**src/rtl/gnn_aggr_layer.sv**
```systemverilog
// One-layer graph aggregation: each node sums its neighbours' features (AGGR),
// then projects the aggregate through a weight matrix (MAC), with optional ReLU.
module gnn_aggr_layer #(
    parameter int N_NODES = 4,
    parameter int N_FEAT  = 4,
    parameter int N_OUT   = 2,
    parameter int XW      = 5,
    parameter int WW      = 5,
    localparam int AW = XW + $clog2(N_NODES),
    localparam int OW = AW + WW + $clog2(N_FEAT)
) (
    input  logic                          clk,
    input  logic                          rst,
    input  logic                          in_valid,
    output logic                          in_ready,
    input  logic [N_NODES*N_FEAT*XW-1:0]  x_flat,
    input  logic [N_NODES*N_NODES-1:0]    adj,
    input  logic [N_FEAT*N_OUT*WW-1:0]    w_flat,
    input  logic                          relu_en,
    output logic                          out_valid,
    input  logic                          out_ready,
    output logic [N_NODES*N_OUT*OW-1:0]   y_flat,
    output logic                          busy
);

    localparam int NW = $clog2(N_NODES);
    localparam int FW = (N_FEAT > 1) ? $clog2(N_FEAT) : 1;
    localparam logic [NW-1:0] NODE_LAST = NW'(N_NODES - 1);
    localparam logic [FW-1:0] FEAT_LAST = FW'(N_FEAT - 1);

    typedef enum logic [1:0] {IDLE, AGGR, MAC, DONE} state_t;

    state_t state, state_next;

    logic [N_NODES*N_FEAT*XW-1:0] x_r;
    logic [N_NODES*N_NODES-1:0]   adj_r;
    logic [N_FEAT*N_OUT*WW-1:0]   w_r;
    logic                         relu_r;

    logic [NW-1:0] n_idx;
    logic [NW-1:0] j_idx;
    logic [FW-1:0] f_idx;

    logic signed [AW-1:0] acc      [N_FEAT];
    logic signed [AW-1:0] acc_next [N_FEAT];
    logic signed [OW-1:0] sum      [N_OUT];
    logic signed [OW-1:0] sum_next [N_OUT];

    logic        [XW-1:0] x_val;
    logic        [WW-1:0] w_val;
    logic signed [OW-1:0] a_ext;
    logic signed [OW-1:0] w_ext;

    assign in_ready  = (state == IDLE);
    assign busy      = (state == AGGR) || (state == MAC);
    assign out_valid = (state == DONE);

    always_ff @(posedge clk) begin
        if (rst) state <= IDLE;
        else     state <= state_next;
    end

    always_comb begin
        state_next = state;
        case (state)
            IDLE: if (in_valid) state_next = AGGR;
            AGGR: if (j_idx == NODE_LAST) state_next = MAC;
            MAC:  if (f_idx == FEAT_LAST) state_next = (n_idx == NODE_LAST) ? DONE : AGGR;
            DONE: if (out_ready) state_next = IDLE;
            default: state_next = IDLE;
        endcase
    end

    // Next values of both accumulator banks; only the one matching the state is committed.
    always_comb begin
        x_val = '0;
        w_val = '0;
        a_ext = '0;
        w_ext = '0;
        for (int f = 0; f < N_FEAT; f++) begin
            x_val       = x_r[(int'(j_idx)*N_FEAT + f)*XW +: XW];
            acc_next[f] = adj_r[int'(n_idx)*N_NODES + int'(j_idx)]
                        ? acc[f] + {{(AW-XW){x_val[XW-1]}}, x_val}
                        : acc[f];
        end
        a_ext = {{(OW-AW){acc[f_idx][AW-1]}}, acc[f_idx]};
        for (int o = 0; o < N_OUT; o++) begin
            w_val       = w_r[(int'(f_idx)*N_OUT + o)*WW +: WW];
            w_ext       = {{(OW-WW){w_val[WW-1]}}, w_val};
            sum_next[o] = sum[o] + a_ext * w_ext;
        end
    end

    always_ff @(posedge clk) begin
        if (rst) begin
            x_r    <= '0;
            adj_r  <= '0;
            w_r    <= '0;
            relu_r <= 1'b0;
            n_idx  <= '0;
            j_idx  <= '0;
            f_idx  <= '0;
            y_flat <= '0;
            for (int f = 0; f < N_FEAT; f++) acc[f] <= '0;
            for (int o = 0; o < N_OUT; o++)  sum[o] <= '0;
        end else begin
            case (state)
                IDLE: begin
                    if (in_valid) begin
                        x_r    <= x_flat;
                        adj_r  <= adj;
                        w_r    <= w_flat;
                        relu_r <= relu_en;
                        n_idx  <= '0;
                        j_idx  <= '0;
                        f_idx  <= '0;
                        for (int f = 0; f < N_FEAT; f++) acc[f] <= '0;
                        for (int o = 0; o < N_OUT; o++)  sum[o] <= '0;
                    end
                end
                AGGR: begin
                    for (int f = 0; f < N_FEAT; f++) acc[f] <= acc_next[f];
                    j_idx <= (j_idx == NODE_LAST) ? '0 : j_idx + 1'b1;
                    f_idx <= '0;
                end
                MAC: begin
                    if (f_idx == FEAT_LAST) begin
                        // Final product folds straight into the node's output slot.
                        for (int o = 0; o < N_OUT; o++)
                            y_flat[(int'(n_idx)*N_OUT + o)*OW +: OW] <=
                                (relu_r && sum_next[o][OW-1]) ? '0 : sum_next[o];
                        for (int f = 0; f < N_FEAT; f++) acc[f] <= '0;
                        for (int o = 0; o < N_OUT; o++)  sum[o] <= '0;
                        f_idx <= '0;
                        if (n_idx != NODE_LAST) n_idx <= n_idx + 1'b1;
                    end else begin
                        for (int o = 0; o < N_OUT; o++) sum[o] <= sum_next[o];
                        f_idx <= f_idx + 1'b1;
                    end
                end
                default: ;
            endcase
        end
    end

endmodule

```
**config.mk**
```make
export PLATFORM = sky130hd
export DESIGN_NAME = gnn_aggr_layer
export DESIGN_NICKNAME = d
export VERILOG_FILES = /design/src/rtl/gnn_aggr_layer.sv
export SDC_FILE = /design/constraint.sdc
export NUM_CORES = 1
export LEC_CHECK = 0
export ABC_AREA = 1
export CORE_ASPECT_RATIO = 0.5
export CORE_MARGIN = 5
export CORE_UTILIZATION = 45
export DETAILED_ROUTE_END_ITERATION = 10
export HOLD_SLACK_MARGIN = 0.03
export PLACE_DENSITY = 0.69
export SYNTH_ARGS = -nofsm -noshare
export SYNTH_HDL_FRONTEND = slang
export SYNTH_SLANG_ARGS = --single-unit
```
**constraint.sdc**
```tcl
create_clock -name clk -period 6.6 [get_ports clk]
set_clock_uncertainty 0.1 [all_clocks]
set_input_delay 1.32 -clock clk [delete_from_list [all_inputs] [get_ports clk]]
set_output_delay 1.32 -clock clk [all_outputs]
set_load 0.005 [all_outputs]
```
==> CHANGELOG.md, run 1 <==
## Flow update

- R2R cell count: 22
- Peak supply drop: between 0.3 and 0.4 mV
- Tightest Pin Transition: 1177 ps
- Yosys simple share: 0.2097
- Vias in the first global route: between 15000 and 20000
- Outcome: finished, final reports clean
- Data buffer area share: 0.1245
- Multi-input gates: roughly 1700
- Starting DRT DRC Count: between 1500 and 2000
- Final instance area: between 20000 and 25000 µm²
- Yosys Chip Area: approximately 19000 µm²
- Vert. Die Dim: around 150 µm
- Worst min path class: flop to flop
- Mapped Cells: 2426
- Xor/xnor share: 0.01255
- Pre-CTS WS: around 290 ps
- Remaining Overflow, GRT: 0
- Non-Filler Instances: around 3200
- P_int: 5.807 mW
- Tmin final: roughly 6200 ps
- Nets: 2947
- # setup viols final: 0
- Min-delay src: y_flat[7]
- Final Hold Fails: 0
- Top cell area share: 0.2975
- Leak: between 9 and 10 nW
- Placer congestion estimate: approximately 0.97
- Comb power frac: 0.647
- DRC: 0
- Layout cells sized above 1: 0.05247
- Clk_lat worst skew: 590 ps
- CP max stage cell: fa_1
- Crit. End Element: flop
- Total power: roughly 12 mW
- OpenROAD warnings: approximately 40
- Logic area: about 11000 µm²
- Top cells by count, synth: nand2_1, inv_1, dfxtp_1
- Post-synth seq share: 0.3532
- Die W: between 200 and 300 µm
- H-tree depth: 1
- Yosys reg bits: approximately 320
- CTS hold repair buffers: 0
- Synth Area in Compound Gates: 0.1829
- Worst r2r dst: y_flat[57]
run 1: worst max-delay path by stage:
stage	depth (start not counted)	from	slack (ps)	to
detailed placement	26	flop	290	y_flat[63]
finish	22	flop	430	y_flat[57]
floorplan	26	f_idx[0]	1140	y_flat[84]
global route	28	flop	0.1	y_flat[68]
CTS	26	flop	240	y_flat[62]
global placement	26	flop	380	y_flat[62]
run 1: sequential cells by signal, indices dropped and copies added (netlist names), 16 cells and up, named ones only:
register and flops:
y_flat 112, x_r 80, w_r 40, acc 28, sum 28, adj_r 16
run 1: per-layer routing:
layer  part of all wire  up-vias  wire length (µm)  GRT usage
met3              0.069       95              4051    0.04391
li1                   -     8511                 -          -
met2               0.47      624             27570     0.4085
met4              0.020        0              1169    0.05372
met5                  0        -                 0          0
met1               0.44     8335             25580     0.3284
run_1/registers.png
The bar under the picture is 100 µm long. Other sequential cells in the stronger grey, the rest of the logic in the fainter grey.
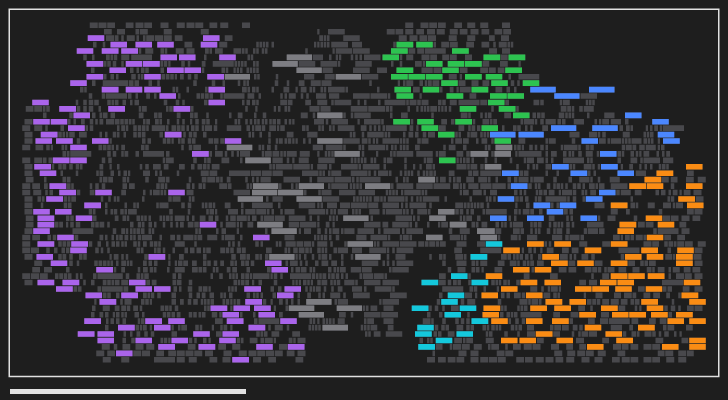
Blue is acc, sequential cells 28, where middle right. Orange is x_r, sequential cells 80. Green is w_r, sequential cells 40. Purple is y_flat, sequential cells 112. Cyan is adj_r, sequential cells 16.
Reg area: 6659 µm²
seq pwr: 2.49 mW
flop share of the area: 0.2907
final core occ: 0.5492

run_1/drive_strength.png
The bar under the picture is 100 µm long.
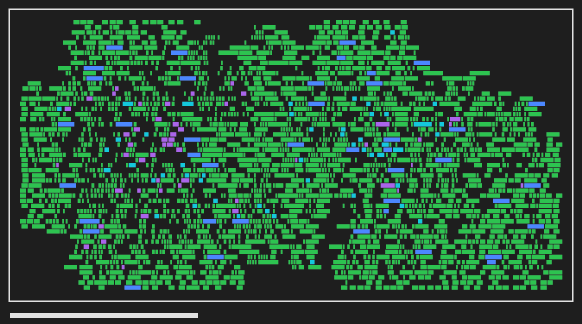
Purple is drive 2, cells 49, share 1.8%, most used nand3_2. Cyan is drive 3 to 4, cells 49, share 1.8%, most used buf_4. Green is drive 1 or less, cells 2510, share 95%, most used nand2_1. Blue is drive 6 and up, cells 41, share 1.5%, most used clkbuf_16.

run_1/wire_density.png
30 x 15 tiles, from dark blue (low) to red (high), scaled to the fullest tile. Values are wire area over tile area, all layers added.
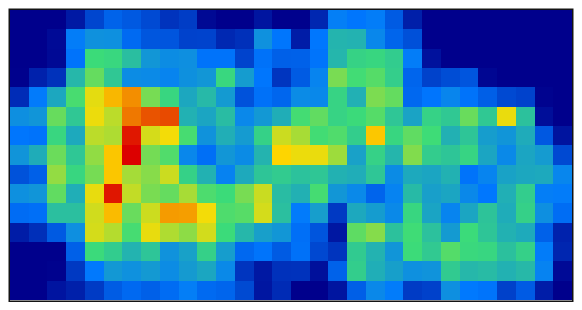
12% of the tiles are nearly empty. The emptiest ninth of the die: upper right. The densest ninth of the die: middle left. The fullest tile reaches 0.62. The mean over all tiles is 0.20.

run_1/clock_map.png
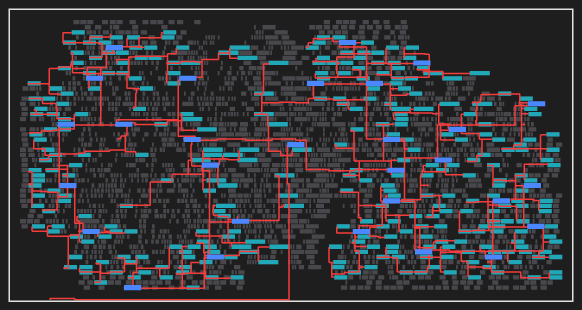

--- run 2 (diff from run 1) ---
CORE_MARGIN = 10   (was 5)
CORE_UTILIZATION = 44   (was 45)
PLACE_DENSITY = 0.68   (was 0.69)
REMOVE_ABC_BUFFERS = 1   (was not set)
run_2/clock_map.png
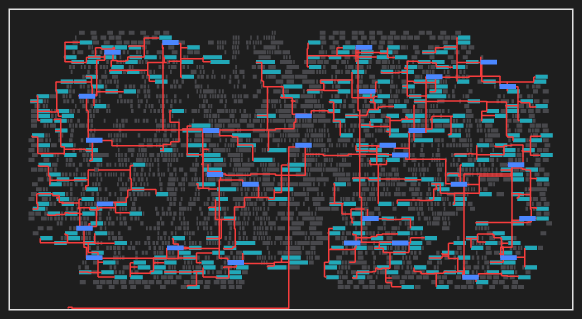
Cyan is flip-flops, count 315. Red is clock wires, length 4400 µm. Blue is cells driving clock nets, count 30.
Position of the flops: widely spread. There are 31 routed clock nets.

run_2/final_placement.png
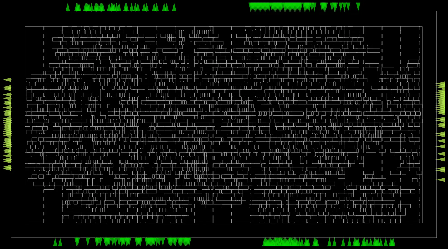
Tap Count: 577
row cnt: 53
flop share of the area: 0.2911

==> run 2 against run 1 <==
Net effect:
- via count down 1.1%
- global-route usage down 2.2 points
- routed wire length up 2.6%
- die size up 12%
- final cell count up 0.59%
- maximum frequency down 0.72%
- count of clock-buffer cells in the layout down 1
- cell area down 0.14%
==> CHANGELOG.md, run 2 <==
## Flow update

- Outcome: finished, final reports clean
- Remaining Overflow, GRT: 0 (unchanged)
- Top Layout Cells: nand2_1, inv_1, dfxtp_1
- Seq pwr: 2.47 mW (about the same)
- Total power: 12.04 mW (-0.55%)
- Placer congestion estimate: 0.9086 (-6.4%)
- Xor/xnor share: 0.01255 (unchanged)
- Hold EP: w_r[5]
- H-tree depth: 1 (unchanged)
- Comb power frac: 0.641 (-0.006)
- Post-synth seq share: 0.3532 (unchanged)
- Yosys reg bits: 315 (unchanged)
- Slew headroom: 0.1812
- Vert. Die Dim: 166.3 µm (+7.5%)
- Fmax: between 150 and 200 MHz
- Largest register FFs: 112 (unchanged)
- Arrival time worst endpoint: approximately 6600 ps
- Gr busiest metal: met2
- Most flops, register: y_flat
- Final instance area: 22870 µm² (-0.14%)
- # setup viols final: 0 (unchanged)
- Peak supply drop: 0.2978 mV (-2.0%)
- Min-delay src: w_r[5]
- Met2 Use GR: 0.3696 (-0.03889)
- Reg area: 6659 µm² (unchanged)
- DRC: 0 (unchanged)
- Die W: 312.7 µm (+4.4%)
- Layout cells sized above 1: 0.04994 (-0.002529)
- Biggest regs: y_flat: 112 flops, x_r: 80 flops, w_r: 40 flops
- Pre-CTS WS: 277.7 ps (-16.12 ps)
- Worst min path class: flop to flop
- CP required: around 7000 ps
- R2R cell count: 26 (+18%)
- Max-cap violations: 0
- Top layer in use: met4
- Final core occ: 0.5432 (-0.005962)
- Top cell area share: 0.2975 (unchanged)
- Crit. End Element: flop
- Final Hold Fails: 0 (unchanged)
- Wire length on met1: 26180 µm (+2.3%)
- Tightest Pin Transition: 1227 ps (+50.12 ps)
- Number of port buffers: between 200 and 300
- Adder Area Share: 0.1515
- Clk_lat worst skew: 590 ps (about the same)
- Synth Area in Compound Gates: 0.1829 (unchanged)
- CP most frequent cell: nand2_1
- Nets: 2940 (-0.24%)
- Worst r2r dst: y_flat[22]
- Starting DRT DRC Count: 1696 (-1.1%)
- Yosys Chip Area: 18840 µm² (unchanged)
- CTS hold repair buffers: 0 (unchanged)
- GR Layer Usage met3: 0.03938 (-0.004521)
- OpenROAD warnings: 39 (-2.5%)
- Tmin final: 6214 ps (+44.60 ps)
- Yosys simple share: 0.2097 (unchanged)
- Mapped Cells: 2426 (unchanged)
- Vias in the first global route: 17058 (+1.2%)
- Non-Filler Instances: 3220 (+0.59%)
- Logic area: 10510 µm² (-0.34%)
- Met2 Wirelength: 28250 µm (+2.5%)
- GR Util met1: 0.2955 (-0.03292)
- Top cells by count, synth: nand2_1, inv_1, dfxtp_1
- CP max stage cell: fa_1
- Leak: 9.867 nW (-0.11%)
- Worst setup path endpoint: y_flat[22]
- Seq pwr share: 0.205
- Worst-path fanout max: 27
## run 2: cell counts after synthesis
No cell type changed its count.
## run 2: critical path: cells and delay by family, from the launching register on
kind | cells | cell delay, ps
flip-flops | 1 | 520
buffers and inverters | 5 | 840
adder cells (fa/ha/maj) | 5 | 2240
AND-OR/OR-AND | 4 | 950
AND/OR/NAND/NOR | 12 | 1480
## run 2: area by class of cell
| cell class | instances | area share |
|---|---|---|
| Timing Repair Buffer | 285 | 0.1218 |
| Multi-Input combinational cell | 1678 | 0.4594 |
| Clock inverter | 16 | 0.008861 |
| Inverter | 310 | 0.05087 |
| Clock buffer | 39 | 0.03648 |
| Sequential cell | 315 | 0.2911 |
| Tap cell | 577 | 0.03156 |
Power and IR drop assume default switching activity.
